<file path="config.mk">
export PLATFORM = sky130hd
export DESIGN_NAME = decode_sequencer_flat
export DESIGN_NICKNAME = d
export VERILOG_FILES = /design/src/rtl/decode_sequencer_if.sv /design/src/rtl/decode_sequencer.sv /design/src/flat_wrapper.sv
export SDC_FILE = /design/constraint.sdc
export NUM_CORES = 1
export LEC_CHECK = 0
export ABC_AREA = 1
export CORE_MARGIN = 3
export CORE_UTILIZATION = 25
export DETAILED_ROUTE_END_ITERATION = 10
export GPL_TIMING_DRIVEN = 0
export PLACE_DENSITY = 0.55
export SLEW_MARGIN = 20
export SYNTH_ARGS = -nofsm -noshare
export SYNTH_HDL_FRONTEND = slang
export SYNTH_SLANG_ARGS = --single-unit
</file>
<file path="constraint.sdc">
create_clock -name clk -period 1.55 [get_ports clk]
set_input_delay 0.155 -clock clk [delete_from_list [all_inputs] [get_ports clk]]
set_output_delay 0.155 -clock clk [all_outputs]
set_load 0.03 [all_outputs]
</file>
<file path="src/rtl/decode_sequencer_if.sv">
// rtl/decode_sequencer_if.sv - opcode/irq/control bundle for decode_sequencer (DECODER_IRQ_MASK_EN adds mask ports)
interface decode_sequencer_if #(
  parameter int OPCODE_W = 5,
  parameter int NUM_IRQ  = 4
);
  localparam int IRQ_W = (NUM_IRQ > 1) ? $clog2(NUM_IRQ) : 1;

  logic [OPCODE_W-1:0] opcode;
  logic                valid;
  logic [NUM_IRQ-1:0]  irq;
`ifdef DECODER_IRQ_MASK_EN
  logic                mask_we;
  logic [NUM_IRQ-1:0]  mask_data;
`endif
  logic                int_mux;
  logic                pc_save;
  logic                mem_write;
  logic [1:0]          pc_mux;
  logic [1:0]          w_mux;
  logic [3:0]          alu_op;
  logic [IRQ_W-1:0]    irq_id;
  logic                in_service;
  logic                illegal;

`ifdef DECODER_IRQ_MASK_EN
  modport master (
    output opcode, valid, irq, mask_we, mask_data,
    input  int_mux, pc_save, mem_write, pc_mux, w_mux, alu_op, irq_id, in_service, illegal
  );
  modport slave (
    input  opcode, valid, irq, mask_we, mask_data,
    output int_mux, pc_save, mem_write, pc_mux, w_mux, alu_op, irq_id, in_service, illegal
  );
`else
  modport master (
    output opcode, valid, irq,
    input  int_mux, pc_save, mem_write, pc_mux, w_mux, alu_op, irq_id, in_service, illegal
  );
  modport slave (
    input  opcode, valid, irq,
    output int_mux, pc_save, mem_write, pc_mux, w_mux, alu_op, irq_id, in_service, illegal
  );
`endif
endinterface

</file>
<file path="src/rtl/decode_sequencer.sv">
// rtl/decode_sequencer.sv - registered opcode decoder with wfi/rfi interrupt sequencer (DECODER_IRQ_MASK_EN enables irq mask register)
module decode_sequencer #(
  parameter int OPCODE_W = 5,
  parameter int NUM_IRQ  = 4
) (
  input logic               clk,
  input logic               rst_n,
  decode_sequencer_if.slave bus
);
  localparam int IRQ_W = (NUM_IRQ > 1) ? $clog2(NUM_IRQ) : 1;

  typedef enum logic [1:0] {S_RUN, S_WAIT, S_ISR} state_t;

  state_t             state, state_nxt;
  logic [NUM_IRQ-1:0] irq_prev, pending, enable, avail, clr;
  logic [IRQ_W-1:0]   sel;
  logic               op_illegal;
  logic               take;

  logic [1:0] d_w, d_pc;
  logic       d_mw, d_ps;
  logic [3:0] d_alu;

  logic [1:0]       n_w, n_pc;
  logic             n_mw, n_ps, n_int, n_ill, n_insvc;
  logic [3:0]       n_alu;
  logic [IRQ_W-1:0] n_id;

  generate
    if (OPCODE_W > 5) begin : g_wide
      assign op_illegal = |bus.opcode[OPCODE_W-1:5];
    end else begin : g_narrow
      assign op_illegal = 1'b0;
    end
  endgenerate

`ifdef DECODER_IRQ_MASK_EN
  always_ff @(posedge clk or negedge rst_n) begin
    if (!rst_n)           enable <= '0;
    else if (bus.mask_we) enable <= bus.mask_data;
  end
`else
  assign enable = '1;
`endif

  assign avail = pending & enable;

  // Lowest index wins: scan from the top so the last hit is the smallest.
  always_comb begin
    sel = '0;
    for (int i = NUM_IRQ - 1; i >= 0; i--) begin
      if (avail[i]) sel = IRQ_W'(i);
    end
  end

  always_comb begin
    d_w   = 2'd3;
    d_mw  = 1'b0;
    d_pc  = 2'd0;
    d_ps  = 1'b0;
    d_alu = 4'hA;
    case (bus.opcode[4:1])
      4'h0: begin
        d_alu = 4'h7;
        if (bus.opcode[0]) d_mw = 1'b1;
        else               d_w  = 2'd1;
      end
      4'h1: d_mw = 1'b1;
      4'h2: d_w  = 2'd2;
      4'h3, 4'h4, 4'h5, 4'h6, 4'h7, 4'h8, 4'h9: begin
        d_w  = bus.opcode[0] ? 2'd3 : 2'd0;
        d_mw = bus.opcode[0];
        case (bus.opcode[4:1])
          4'h3:    d_alu = 4'h0;
          4'h4:    d_alu = 4'h1;
          4'h5:    d_alu = 4'h4;
          4'h6:    d_alu = 4'h5;
          4'h7:    d_alu = 4'h6;
          4'h8:    d_alu = 4'h2;
          default: d_alu = 4'h3;
        endcase
      end
      4'hA: d_alu = 4'h8;
      4'hB: d_alu = 4'h9;
      4'hC: d_pc  = 2'd2;
      4'hD: d_pc  = 2'd1;
      4'hE: begin
        d_pc = 2'd3;
        d_ps = 1'b1;
      end
      default: d_pc = 2'd3;
    endcase
  end

  always_comb begin
    state_nxt = state;
    n_w       = 2'd3;
    n_mw      = 1'b0;
    n_pc      = 2'd0;
    n_ps      = 1'b0;
    n_alu     = 4'hA;
    n_int     = 1'b0;
    n_ill     = 1'b0;
    n_id      = bus.irq_id;
    n_insvc   = bus.in_service;
    clr       = '0;
    take      = 1'b0;
    case (state)
      S_RUN: begin
        if (bus.valid) begin
          if (|avail) begin
            take = 1'b1;
          end else if (op_illegal) begin
            n_ill = 1'b1;
          end else begin
            n_w = d_w; n_mw = d_mw; n_pc = d_pc; n_ps = d_ps; n_alu = d_alu;
            if (bus.opcode[4:1] == 4'hE) state_nxt = S_WAIT;
          end
        end
      end
      S_WAIT: begin
        if (|avail) take = 1'b1;
      end
      S_ISR: begin
        if (bus.valid) begin
          if (op_illegal) begin
            n_ill = 1'b1;
          end else begin
            n_w = d_w; n_mw = d_mw; n_pc = d_pc; n_ps = d_ps; n_alu = d_alu;
            if (bus.opcode[4:1] == 4'hF) begin
              n_insvc   = 1'b0;
              state_nxt = S_RUN;
            end
          end
        end
      end
      default: state_nxt = S_RUN;
    endcase
    // Taking an interrupt drops the presented opcode; fetch replays it after rfi.
    if (take) begin
      n_int     = 1'b1;
      n_pc      = 2'd3;
      n_ps      = 1'b1;
      n_id      = sel;
      clr       = NUM_IRQ'(1) << sel;
      n_insvc   = 1'b1;
      state_nxt = S_ISR;
    end
  end

  always_ff @(posedge clk or negedge rst_n) begin
    if (!rst_n) state <= S_RUN;
    else        state <= state_nxt;
  end

  // A new edge beats the clear of the bit being taken in the same cycle.
  always_ff @(posedge clk or negedge rst_n) begin
    if (!rst_n) begin
      irq_prev <= '0;
      pending  <= '0;
    end else begin
      irq_prev <= bus.irq;
      pending  <= (pending & ~clr) | (bus.irq & ~irq_prev);
    end
  end

  always_ff @(posedge clk or negedge rst_n) begin
    if (!rst_n) begin
      bus.w_mux      <= 2'd3;
      bus.mem_write  <= 1'b0;
      bus.pc_mux     <= 2'd0;
      bus.pc_save    <= 1'b0;
      bus.alu_op     <= 4'hA;
      bus.int_mux    <= 1'b0;
      bus.illegal    <= 1'b0;
      bus.irq_id     <= '0;
      bus.in_service <= 1'b0;
    end else begin
      bus.w_mux      <= n_w;
      bus.mem_write  <= n_mw;
      bus.pc_mux     <= n_pc;
      bus.pc_save    <= n_ps;
      bus.alu_op     <= n_alu;
      bus.int_mux    <= n_int;
      bus.illegal    <= n_ill;
      bus.irq_id     <= n_id;
      bus.in_service <= n_insvc;
    end
  end
endmodule

</file>
<file path="src/flat_wrapper.sv">
// flat-port wrapper written by rule: the top's interface ports become plain ports
module decode_sequencer_flat 
#(
  parameter int OPCODE_W = 5,
  parameter int NUM_IRQ  = 4
)
  (clk, rst_n, bus_opcode, bus_valid, bus_irq, bus_int_mux, bus_pc_save, bus_mem_write, bus_pc_mux, bus_w_mux, bus_alu_op, bus_irq_id, bus_in_service, bus_illegal);
  decode_sequencer_if #(.OPCODE_W(OPCODE_W), .NUM_IRQ(NUM_IRQ)) bus_i ();
  input logic clk;
  input logic rst_n;
  input wire logic [$bits(bus_i.opcode)-1:0] bus_opcode;
  input wire logic [$bits(bus_i.valid)-1:0] bus_valid;
  input wire logic [$bits(bus_i.irq)-1:0] bus_irq;
  output wire logic [$bits(bus_i.int_mux)-1:0] bus_int_mux;
  output wire logic [$bits(bus_i.pc_save)-1:0] bus_pc_save;
  output wire logic [$bits(bus_i.mem_write)-1:0] bus_mem_write;
  output wire logic [$bits(bus_i.pc_mux)-1:0] bus_pc_mux;
  output wire logic [$bits(bus_i.w_mux)-1:0] bus_w_mux;
  output wire logic [$bits(bus_i.alu_op)-1:0] bus_alu_op;
  output wire logic [$bits(bus_i.irq_id)-1:0] bus_irq_id;
  output wire logic [$bits(bus_i.in_service)-1:0] bus_in_service;
  output wire logic [$bits(bus_i.illegal)-1:0] bus_illegal;
  assign bus_i.opcode = bus_opcode;
  assign bus_i.valid = bus_valid;
  assign bus_i.irq = bus_irq;
  assign bus_int_mux = bus_i.int_mux;
  assign bus_pc_save = bus_i.pc_save;
  assign bus_mem_write = bus_i.mem_write;
  assign bus_pc_mux = bus_i.pc_mux;
  assign bus_w_mux = bus_i.w_mux;
  assign bus_alu_op = bus_i.alu_op;
  assign bus_irq_id = bus_i.irq_id;
  assign bus_in_service = bus_i.in_service;
  assign bus_illegal = bus_i.illegal;
  decode_sequencer #(.OPCODE_W(OPCODE_W), .NUM_IRQ(NUM_IRQ)) u_core (.clk(clk), .rst_n(rst_n), .bus(bus_i));
endmodule
</file>
Fig. 1: run 1, sizing map
Scale bar: 20 um.
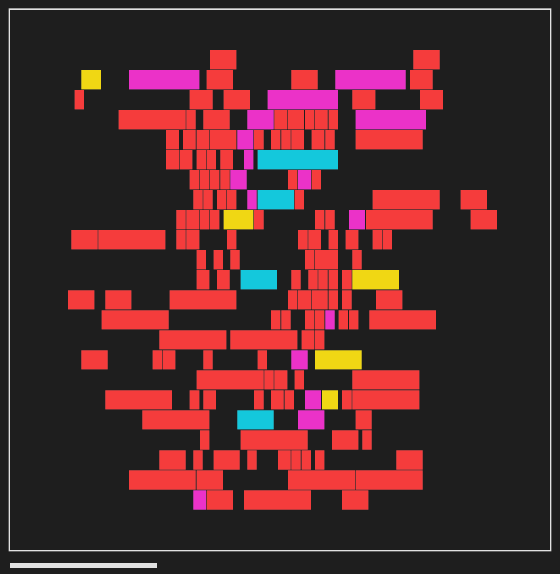
colour	size	cells	share
yellow	drive 3 to 4	5	3.0%
cyan	drive 6 and up	4	2.4%
red	drive 1 or less	141	85%
magenta	drive 2	16	9.6%
Design Area, Final: 1520 um^2
final worst slack: 0.108 ns
P&R area growth vs syn: 33.8%
count of plain and timing-repair buffers: 27

Fig. 2: run 1, congestion heat map
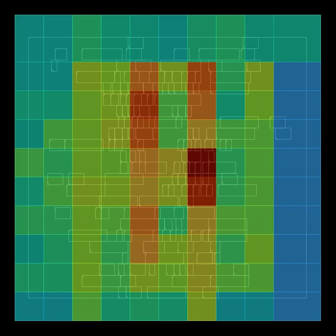
Wirelength per Cell: 10.7 um
met3 Track Usage GR: 0.0150
All-Layer GR Usage: 0.100
post-layout util: 0.364

==> job_summary.md, run 1 <==
## PnR job results

| Metric | Value |
|---|---|
| Status | finished clean |
| Required @ worst endpoint | around 1.4 ns |
| Most frequent logic cells in the routed design | 33 x nand2_1, 21 x inv_1, 20 x clkdlybuf4s50_1, 20 x dfrtp_1, 14 x nor2_1 |
| Worst vdd ir | 0.418 mV |
| TritonCTS clock tree | built |
| Cell Chain, Critical Path | clkdlybuf4s50_1 |
| Power in the clock group | around 550 uW |
| Max-slew violations | 0 |
| Biggest area cells | dfrtp_1 44%, nand2_1 11%, dfstp_2 9.3% |
| Worst Hold End | u_core.irq_prev[1] |
| Post-synth EDFFs | 0 |
| DIE WIDTH | 73.4 um |
| WP depth | 1 |
| Worst setup endpoint | bus_irq_id[0] |
| Syn avg cell area | ~8.3 um^2 |
| CP startpoint | u_core.bus.irq_id[0] |
| Synth Flop Type | dfrtp_1 |
| Pre-CTS setup slack | ~0.029 ns |
| Worst hold slack | around 0.35 ns |
| RePlAce Congestion | just under 0.9 |
| CP top delay family | buffers and inverters |
| Input/output buffers | 25 |
| Vias per cell | approximately 4.3 |
| Core Rows | 23 |
Fig. 3: run 1, M1 wires
Scale bar: 20 um. Supply wires on this layer in grey.
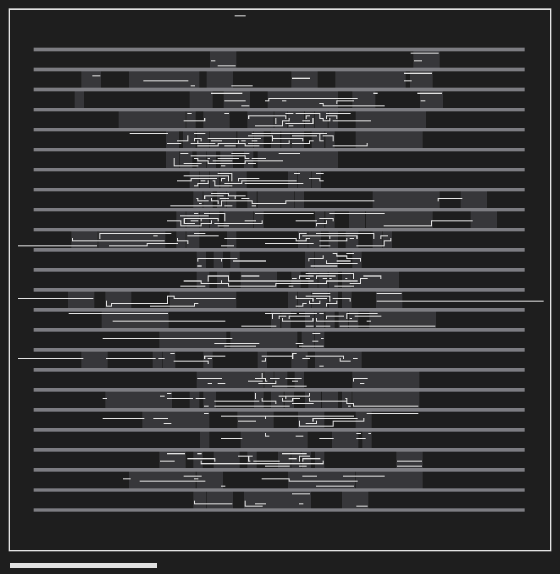
share of all routed wire	46%
main direction	horizontal
wire length on this layer	1060 um
nets with wire on the layer	165
GR Util met1: 0.126
total number of vias: 920
Routed WL: 2310 um

run 1: kinds of logic (layout without fill, tap and decap cells):
kind of cell | after synthesis | count (layout) | share of synthesized area
flip-flops | 24 | 24 | 0.534
buffers and inverters | 27 | 57 | 0.0959
other | 1 | 1 | 0.00330
AND-OR/OR-AND | 14 | 14 | 0.0662
AND/OR/NAND/NOR | 70 | 70 | 0.301
run 1: stage by stage:
step,cell area (um^2),instances
6_report,1520,216
5_1_grt,1520,216
4_1_cts,1510,215
3_5_place_dp,1450,211
3_3_place_gp,1450,211
2_1_floorplan,1130,136
run 1: area by class of cell:
type	count	area, um^2
fill	427	2650
sequential	24	606
multi-input combinational	85	420
timing repair buffer	26	250
inverter	26	101
tap	50	62.6
clock buffer	3	41.3
clock inverter	1	30.0
buffer	1	7.51
==> run 2, diff against run 1 <==
--- a/config.mk
+++ b/config.mk
@@ -9,8 +9,9 @@
 export CORE_MARGIN = 3
 export CORE_UTILIZATION = 25
 export DETAILED_ROUTE_END_ITERATION = 10
-export GPL_TIMING_DRIVEN = 0
-export PLACE_DENSITY = 0.55
+export DONT_BUFFER_PORTS = 1
+export GPL_TIMING_DRIVEN = 1
+export PLACE_DENSITY = 0.47
 export SLEW_MARGIN = 20
 export SYNTH_ARGS = -nofsm -noshare
 export SYNTH_HDL_FRONTEND = slang
==> job_summary.md, run 2 <==
## PnR job results

| Metric | Value |
|---|---|
| Final non-filler cell total | 195 (-9.7%) |
| Post-DP Area | 1190 um^2 (-18%) |
| Cell Chain, Critical Path | nor2_2 -> nand2_2 -> nand2_2 -> nand3_4 -> clkinv_2 -> nand3_1 -> nand2_1 |
| Design Area, Final | 1320 um^2 (-13%) |
| Invs w/o clock | 26 (unchanged) |
| Pre-CTS setup slack | 0.318 ns (+0.289 ns) |
| Max-slew violations | 0 (unchanged) |
| DIE WIDTH | 73.4 um (unchanged) |
| TritonCTS clock tree | built |
| Required @ worst endpoint | 1.75 ns (+0.36 ns) |
| Biggest area cells | dfrtp_1 44%, nand2_1 11%, dfstp_2 9.3% |
| Logic share of the area | 0.319 (+0.0426) |
| All-Layer GR Usage | 0.0909 (-0.00914) |
| Sequential share of cell area | 0.460 (+0.0614) |
| Fill count | 425 (-0.47%) |
| CP top delay family | simple AND/OR/NAND/NOR gates |
| Worst Hold End | u_core.bus.w_mux[0] |
| Tapcell Cnt | 50 (unchanged) |
| Number of sequential cells | 24 (unchanged) |
| Syn avg cell area | 8.34 um^2 (unchanged) |
| Worst setup endpoint | u_core.bus.mem_write |
| Status | finished clean |
| CP startpoint | u_core.avail[0] |
| P&R area growth vs syn | 16.0% |
| Most frequent logic cells in the routed design | 33 x nand2_1, 21 x inv_1, 20 x dfrtp_1 |
| Largest cell class by area | sequential cells |
-- run 2: power groups by stage --
stage          Sequential (mW)  Clock (mW)  Combinational, mW
4_1_cts                   1.02       0.573              0.419
5_1_grt                   1.03       0.588              0.482
3_5_place_dp              1.03           0              0.392
6_report                  1.01       0.551              0.415
2_1_floorplan            0.999           0              0.330
3_3_place_gp              1.03           0              0.389
-- run 2: metal layers --
metal,global-route usage,vias to the layer above,routed length [um]
li1,-,437,-
met1,0.113,385,987
met2,0.144,13,1100
met3,0.0287,4,157
met4,0.0402,0,36
met5,0,-,0
-- run 2: logic make-up after synthesis --
| logic type | Yosys count | share of synthesized area |
|---|---|---|
| other cells | 1 | 0.00330 |
| compound gates | 14 | 0.0662 |
| buf+inv | 27 | 0.0959 |
| simple gates | 70 | 0.301 |
| flops | 24 | 0.534 |
Fig. 4: run 2, close-up of the layout
Scale bar: 10 um. Window x 17 to 57, y 2 to 42 um. Cells in grey, sequential cells in the stronger grey; small squares are vias.
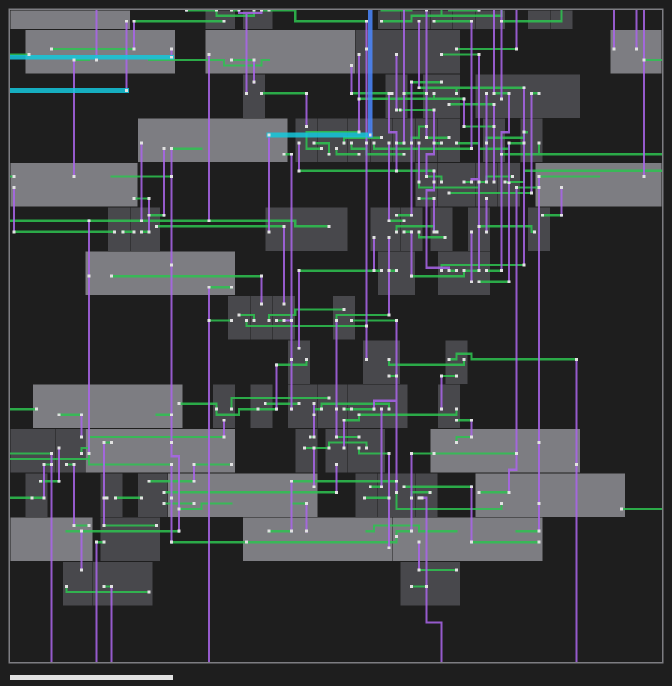
colour	layer
purple	met2
blue	met4
green	met1
cyan	met3
most frequent	nand2_1 (14), dfrtp_1 (14), inv_1 (11)
sequential cells in the window	14
cells with their middle in the window	70
netlist names of flops here include	`u_core.avail` (4), `u_core.irq_prev` (4), `u_core.bus.irq_id` (2)

Fig. 5: run 2, M1 wires
Scale bar: 20 um. Supply wires on this layer in grey.
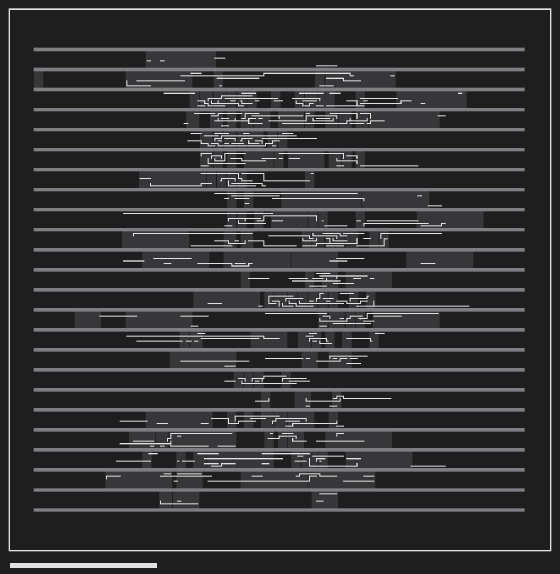
GR Util met1: 0.113
total number of vias: 839
Routed WL: 2280 um

Fig. 6: run 2, congestion heat map
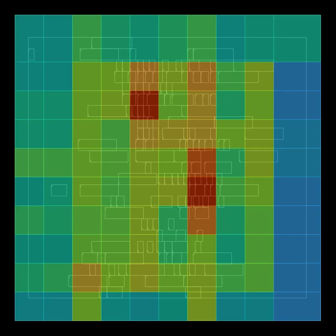
post-layout util: 0.315
peak-usage layer in the global routing report: met2
Wirelength per Cell: 11.7 um

Power figures rest on the tool's default switching activity, not on a simulated workload.
